File: src/rtl/power_disp_pkg.sv
// ============================================================================
//  Module      : power_disp_pkg
//  Description : Shared types and constants for the power-estimator display
//                path: Q5.22 sample format and the key debouncer state
//                encoding.
//  Revision    : 1.0 - initial release
// ============================================================================
`default_nettype none

package power_disp_pkg;

    // Signed fixed-point Q5.22 measurement sample
    localparam int SAMPLE_W = 27;
    localparam int FRAC_W   = 22;

    typedef logic signed [SAMPLE_W-1:0] sample_t;

    // Debouncer states: two stable levels, each with a qualifying wait state
    typedef enum logic [1:0] {
        DB_IDLE         = 2'd0,
        DB_PRESS_WAIT   = 2'd1,
        DB_PRESSED      = 2'd2,
        DB_RELEASE_WAIT = 2'd3
    } db_state_t;

endpackage

`default_nettype wire

File: src/rtl/key_debounce.sv
// ============================================================================
//  Module      : key_debounce
//  Description : Two-flop synchronizer plus debounce FSM for an active-low
//                pushbutton. Emits a one-cycle press pulse on entering the
//                stable-pressed state.
//  Ports       : clk   - system clock
//                reset - asynchronous active-high reset
//                key_n - raw pushbutton, active-low, asynchronous
//                press - one-cycle pulse per accepted press
//  Revision    : 1.0 - initial release
// ============================================================================
`default_nettype none

module key_debounce
    import power_disp_pkg::*;
#(
    parameter int DEBOUNCE_CYCLES = 500_000
) (
    input  logic clk,
    input  logic reset,
    input  logic key_n,
    output logic press
);

    localparam int              c_cnt_w  = $clog2(DEBOUNCE_CYCLES + 1);
    localparam logic [c_cnt_w-1:0] c_reload = c_cnt_w'(DEBOUNCE_CYCLES - 1);

    logic               r_sync1;
    logic               r_sync2;
    db_state_t          r_state;
    logic [c_cnt_w-1:0] r_cnt;

    // Synchronizer resets to the released level so reset never fakes a press.
    always_ff @(posedge clk or posedge reset) begin
        if (reset) begin
            r_sync1 <= 1'b1;
            r_sync2 <= 1'b1;
            r_state <= DB_IDLE;
            r_cnt   <= c_reload;
            press   <= 1'b0;
        end else begin
            r_sync1 <= key_n;
            r_sync2 <= r_sync1;
            press   <= 1'b0;
            case (r_state)
                DB_IDLE: begin
                    if (!r_sync2) begin
                        r_state <= DB_PRESS_WAIT;
                        r_cnt   <= c_reload;
                    end
                end
                DB_PRESS_WAIT: begin
                    if (r_sync2) begin
                        r_state <= DB_IDLE;          // bounced back high
                    end else if (r_cnt == '0) begin
                        r_state <= DB_PRESSED;
                        press   <= 1'b1;
                    end else begin
                        r_cnt <= r_cnt - 1'b1;
                    end
                end
                DB_PRESSED: begin
                    if (r_sync2) begin
                        r_state <= DB_RELEASE_WAIT;
                        r_cnt   <= c_reload;
                    end
                end
                DB_RELEASE_WAIT: begin
                    if (!r_sync2) begin
                        r_state <= DB_PRESSED;       // bounced back low, no new pulse
                    end else if (r_cnt == '0) begin
                        r_state <= DB_IDLE;
                    end else begin
                        r_cnt <= r_cnt - 1'b1;
                    end
                end
                default: r_state <= DB_IDLE;
            endcase
        end
    end

endmodule

`default_nettype wire

File: src/rtl/display_scheduler.sv
// ============================================================================
//  Module      : display_scheduler
//  Description : Block-averages NUM_CH signed Q5.22 channels and presents one
//                channel's held average to the 7-segment decoder at a fixed
//                refresh rate. Channel selected by debounced key or auto
//                rotation.
//  Ports       : clk          - system clock
//                reset        - asynchronous active-high reset
//                sample_in    - packed samples, channel i at [27i+26:27i]
//                sample_valid - per-channel sample strobe
//                key_n        - raw active-low pushbutton
//                auto_mode    - 1 = rotate channels automatically
//                disp_value   - displayed average (Q5.22)
//                disp_ch      - displayed channel index
//                disp_valid   - displayed channel has a completed average
//                disp_update  - one-cycle pulse when outputs change
//  Revision    : 1.0 - initial release
// ============================================================================
`default_nettype none

module display_scheduler
    import power_disp_pkg::*;
#(
    parameter int NUM_CH          = 3,
    parameter int AVG_LOG2        = 4,
    parameter int REFRESH_CYCLES  = 12_500_000,
    parameter int DEBOUNCE_CYCLES = 500_000,
    parameter int AUTO_DWELL      = 8
) (
    input  logic                        clk,
    input  logic                        reset,
    input  logic [NUM_CH*SAMPLE_W-1:0]  sample_in,
    input  logic [NUM_CH-1:0]           sample_valid,
    input  logic                        key_n,
    input  logic                        auto_mode,
    output sample_t                     disp_value,
    output logic [$clog2(NUM_CH)-1:0]   disp_ch,
    output logic                        disp_valid,
    output logic                        disp_update
);

    localparam int c_sel_w   = $clog2(NUM_CH);
    localparam int c_acc_w   = SAMPLE_W + AVG_LOG2;
    localparam int c_tmr_w   = $clog2(REFRESH_CYCLES);
    localparam int c_dwell_w = $clog2(AUTO_DWELL + 1);

    localparam logic [c_sel_w-1:0]   c_sel_last   = c_sel_w'(NUM_CH - 1);
    localparam logic [c_tmr_w-1:0]   c_tmr_reload = c_tmr_w'(REFRESH_CYCLES - 1);
    localparam logic [c_dwell_w-1:0] c_dwell_last = c_dwell_w'(AUTO_DWELL - 1);

    // ------------------------------------------------------------------
    // Per-channel block averaging
    // ------------------------------------------------------------------
    sample_t           w_hold [NUM_CH];
    logic [NUM_CH-1:0] w_avail;

    for (genvar g = 0; g < NUM_CH; g++) begin : g_avg
        logic signed [c_acc_w-1:0] r_acc;
        logic [AVG_LOG2-1:0]       r_cnt;
        sample_t                   r_hold;
        logic                      r_avail;
        sample_t                   w_smp;
        logic signed [c_acc_w-1:0] w_sum;

        assign w_smp = sample_in[g*SAMPLE_W +: SAMPLE_W];
        assign w_sum = r_acc + {{AVG_LOG2{w_smp[SAMPLE_W-1]}}, w_smp};

        always_ff @(posedge clk or posedge reset) begin
            if (reset) begin
                r_acc   <= '0;
                r_cnt   <= '0;
                r_hold  <= '0;
                r_avail <= 1'b0;
            end else if (sample_valid[g]) begin
                if (r_cnt == '1) begin
                    // Upper bits of the sum are the arithmetic shift (floor divide)
                    r_hold  <= w_sum[AVG_LOG2 +: SAMPLE_W];
                    r_acc   <= '0;
                    r_cnt   <= '0;
                    r_avail <= 1'b1;
                end else begin
                    r_acc <= w_sum;
                    r_cnt <= r_cnt + 1'b1;
                end
            end
        end

        assign w_hold[g]  = r_hold;
        assign w_avail[g] = r_avail;
    end

    // ------------------------------------------------------------------
    // Key path
    // ------------------------------------------------------------------
    logic w_press;

    key_debounce #(
        .DEBOUNCE_CYCLES(DEBOUNCE_CYCLES)
    ) u_key_debounce (
        .clk   (clk),
        .reset (reset),
        .key_n (key_n),
        .press (w_press)
    );

    // ------------------------------------------------------------------
    // Selection and refresh
    // ------------------------------------------------------------------
    logic [c_sel_w-1:0]   r_sel;
    logic [c_tmr_w-1:0]   r_timer;
    logic [c_dwell_w-1:0] r_dwell;

    logic               w_tick;
    logic               w_dwell_done;
    logic               w_auto_adv;
    logic               w_adv;
    logic               w_refresh;
    logic [c_sel_w-1:0] w_sel_next;

    assign w_tick       = (r_timer == '0);
    assign w_dwell_done = (r_dwell == c_dwell_last);
    assign w_auto_adv   = auto_mode && w_tick && w_dwell_done;
    // A press and an auto advance in the same cycle merge into one step.
    assign w_adv        = w_press || w_auto_adv;
    assign w_sel_next   = !w_adv               ? r_sel :
                          (r_sel == c_sel_last) ? '0    : r_sel + 1'b1;
    assign w_refresh    = w_tick || w_adv;

    always_ff @(posedge clk or posedge reset) begin
        if (reset) begin
            r_sel       <= '0;
            r_timer     <= c_tmr_reload;
            r_dwell     <= '0;
            disp_value  <= '0;
            disp_ch     <= '0;
            disp_valid  <= 1'b0;
            disp_update <= 1'b0;
        end else begin
            r_sel       <= w_sel_next;
            r_timer     <= w_refresh ? c_tmr_reload : r_timer - 1'b1;
            disp_update <= w_refresh;

            if (!auto_mode || w_press) begin
                r_dwell <= '0;
            end else if (w_tick) begin
                r_dwell <= w_dwell_done ? '0 : r_dwell + 1'b1;
            end

            // Hold registers update on this same edge, so a coincident
            // block completion shows the previous average here.
            if (w_refresh) begin
                disp_value <= w_hold[w_sel_next];
                disp_ch    <= w_sel_next;
                disp_valid <= w_avail[w_sel_next];
            end
        end
    end

endmodule

`default_nettype wire

File: config.mk
export PLATFORM = sky130hd
export DESIGN_NAME = display_scheduler
export DESIGN_NICKNAME = d
export VERILOG_FILES = /design/src/rtl/power_disp_pkg.sv /design/src/rtl/key_debounce.sv /design/src/rtl/display_scheduler.sv
export SDC_FILE = /design/constraint.sdc
export NUM_CORES = 1
export LEC_CHECK = 0
export ABC_AREA = 1
export CORE_MARGIN = 2
export CORE_UTILIZATION = 50
export DETAILED_ROUTE_END_ITERATION = 16
export PLACE_DENSITY = 0.69
export SLEW_MARGIN = 5
export SYNTH_ARGS = -nofsm -noshare
export SYNTH_HDL_FRONTEND = slang
export SYNTH_HIERARCHICAL = 1
export SYNTH_SLANG_ARGS = --single-unit
File: constraint.sdc
create_clock -name clk -period 10.8 [get_ports clk]
set_input_delay 1.08 -clock clk [delete_from_list [all_inputs] [get_ports clk]]
set_output_delay 1.08 -clock clk [all_outputs]
set_load 0.1 [all_outputs]
Fig. 1: wiring by layer
Scale bar: 50 um.
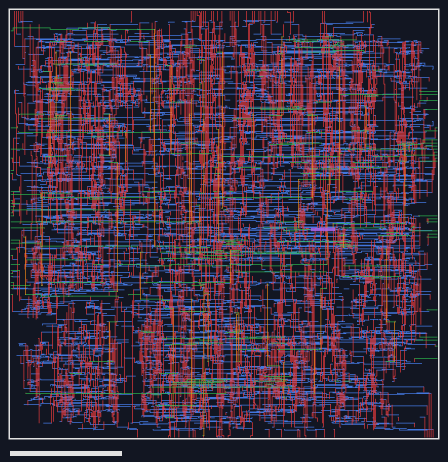
| color | layer | wire length |
|---|---|---|
| green | M3 | 2,750 um |
| orange | M4 | 1,510 um |
| purple | M5 | 9.20 um |
| blue | M1 | 22.4 mm |
| red | M2 | 22.9 mm |
WL final: 49,600 um
DR WL/cell: 16.4 um
total track usage: 0.276

Fig. 2: cell sizes after repair
Scale bar: 50 um.
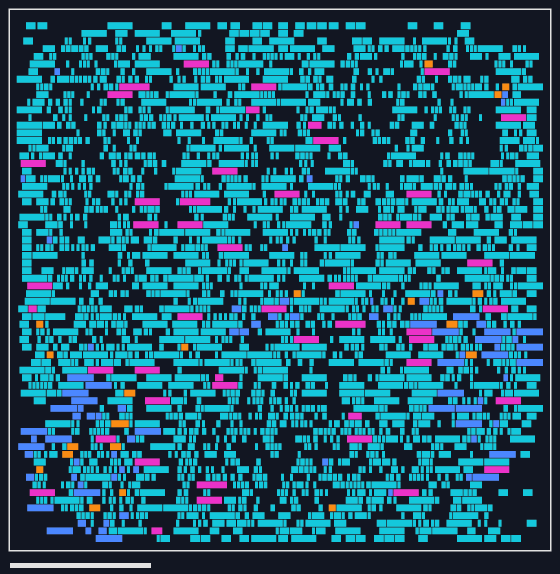
| color | size | cells |
|---|---|---|
| blue | x2 | 83 |
| magenta | x6 and larger | 48 |
| cyan | x1 and smaller | 2,420 |
| orange | x3 and x4 | 20 |
final worst setup slack: 6840 ps
Area Overhead vs Synth: 15.0%
fin area: 20,300 um2
Non-CTS buffers: 126

Fig. 3: the clock network
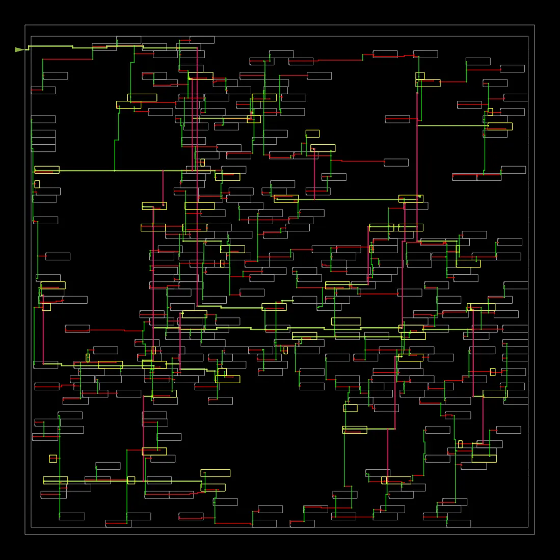
CLK BUF: 49
Setup Skew: 15.2 ps
FFs & Latches: 274
clock network power: 1.20 mW
CTS buffer count: 34

==> results.yml <==
# implementation run metrics
run_status:
  outcome: "finished, final reports clean"
job:
  warning_count: 27
critical_path:
  worstSetupEndpoint: "disp_value[17]"
  cp_cell_sequence: "inv_1 > ha_1 > inv_1 > nor2_1 > nand2_1 > nor2_4 > nand3_2 > nand2_4 > nand3_2 > nand2_1 > nand3_1 > nand2_1 > nor2_1 > nor2_1"
final_layout:
  lay_top_count: "nand2_1"
  fillers: 3300
  layout_top_cells: "nand2_1, nor2_1, nand3_1"
  comb_share: 0.472
route:
  detail-route-antenna-nets: 0
  met3_length_um: 2750
die:
  dieWidth_um: 192
final_timing:
  finalClockPeriodUsage: 0.367
  tightest_slew_ps: 1100
yosys:
  top_area_frac: 0.347
  synth_flops: 274
  syn_area_um2: 17700
cts:
  post_cts_buffers: 0
  ctsHoldBuffers: 0
  root_buffer: "clkbuf_16"
pwr:
  combPwrFrac: 0.470
Fig. 4: I/O nets highlighted
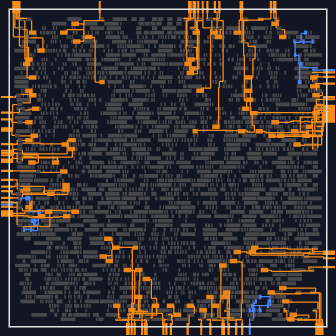
| color | port | direction | edge | end cells | buffers | wire |
|---|---|---|---|---|---|---|
| orange | sample_in | input | 23 bottom, 21 left, 20 top, 17 right | 96 | 81 | 2,820 um |
| blue | sample_valid | input | 1 right, 1 bottom, 1 left | 23 | 3 | 169 um |
I/O Pins: 119
Port Buffers: 118

Fig. 5: sequential cells colored by netlist name
Scale bar: 50 um. Other sequential cells in the stronger gray, the rest of the logic in the fainter gray.
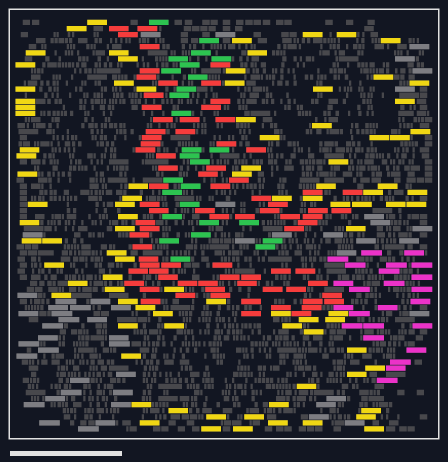
| color | signal | sequential cells |
|---|---|---|
| yellow | g_avg.r_acc | 93 |
| red | g_avg.r_hold | 81 |
| green | disp_value | 27 |
| magenta | r_timer | 24 |
not colored: 49
P_seq: 1.63 mW
flop share of the area: 0.340

==> metal layers <==
| metal | vias to the layer above | global-route usage |
|---|---|---|
| met5 | - | 0 |
| li1 | 8174 | - |
| met1 | 7624 | 0.361 |
| met2 | 401 | 0.464 |
| met3 | 96 | 0.0455 |
| met4 | 2 | 0.0905 |
==> per-stage QoR <==
stage               hold WS (ps)  std cells
floorplan                    345       2447
global placement             347       2964
detailed placement           347       2964
CTS                          356       3026
global route                 368       3026
finish                       355       3026
==> cell families (layout without fill, tap and decap cells) <==
family / count (synthesis) / in the layout / synth area share
xor gates and xnor gates: 58 / 58 / 0.0288
buffers and inverters: 285 / 409 / 0.0673
adders and majority gates: 100 / 100 / 0.0721
DFF: 274 / 274 / 0.390
and+or+nand+nor: 1393 / 1393 / 0.335
AOI/OAI and AO/OA: 337 / 337 / 0.106
Power and IR drop assume default switching activity.
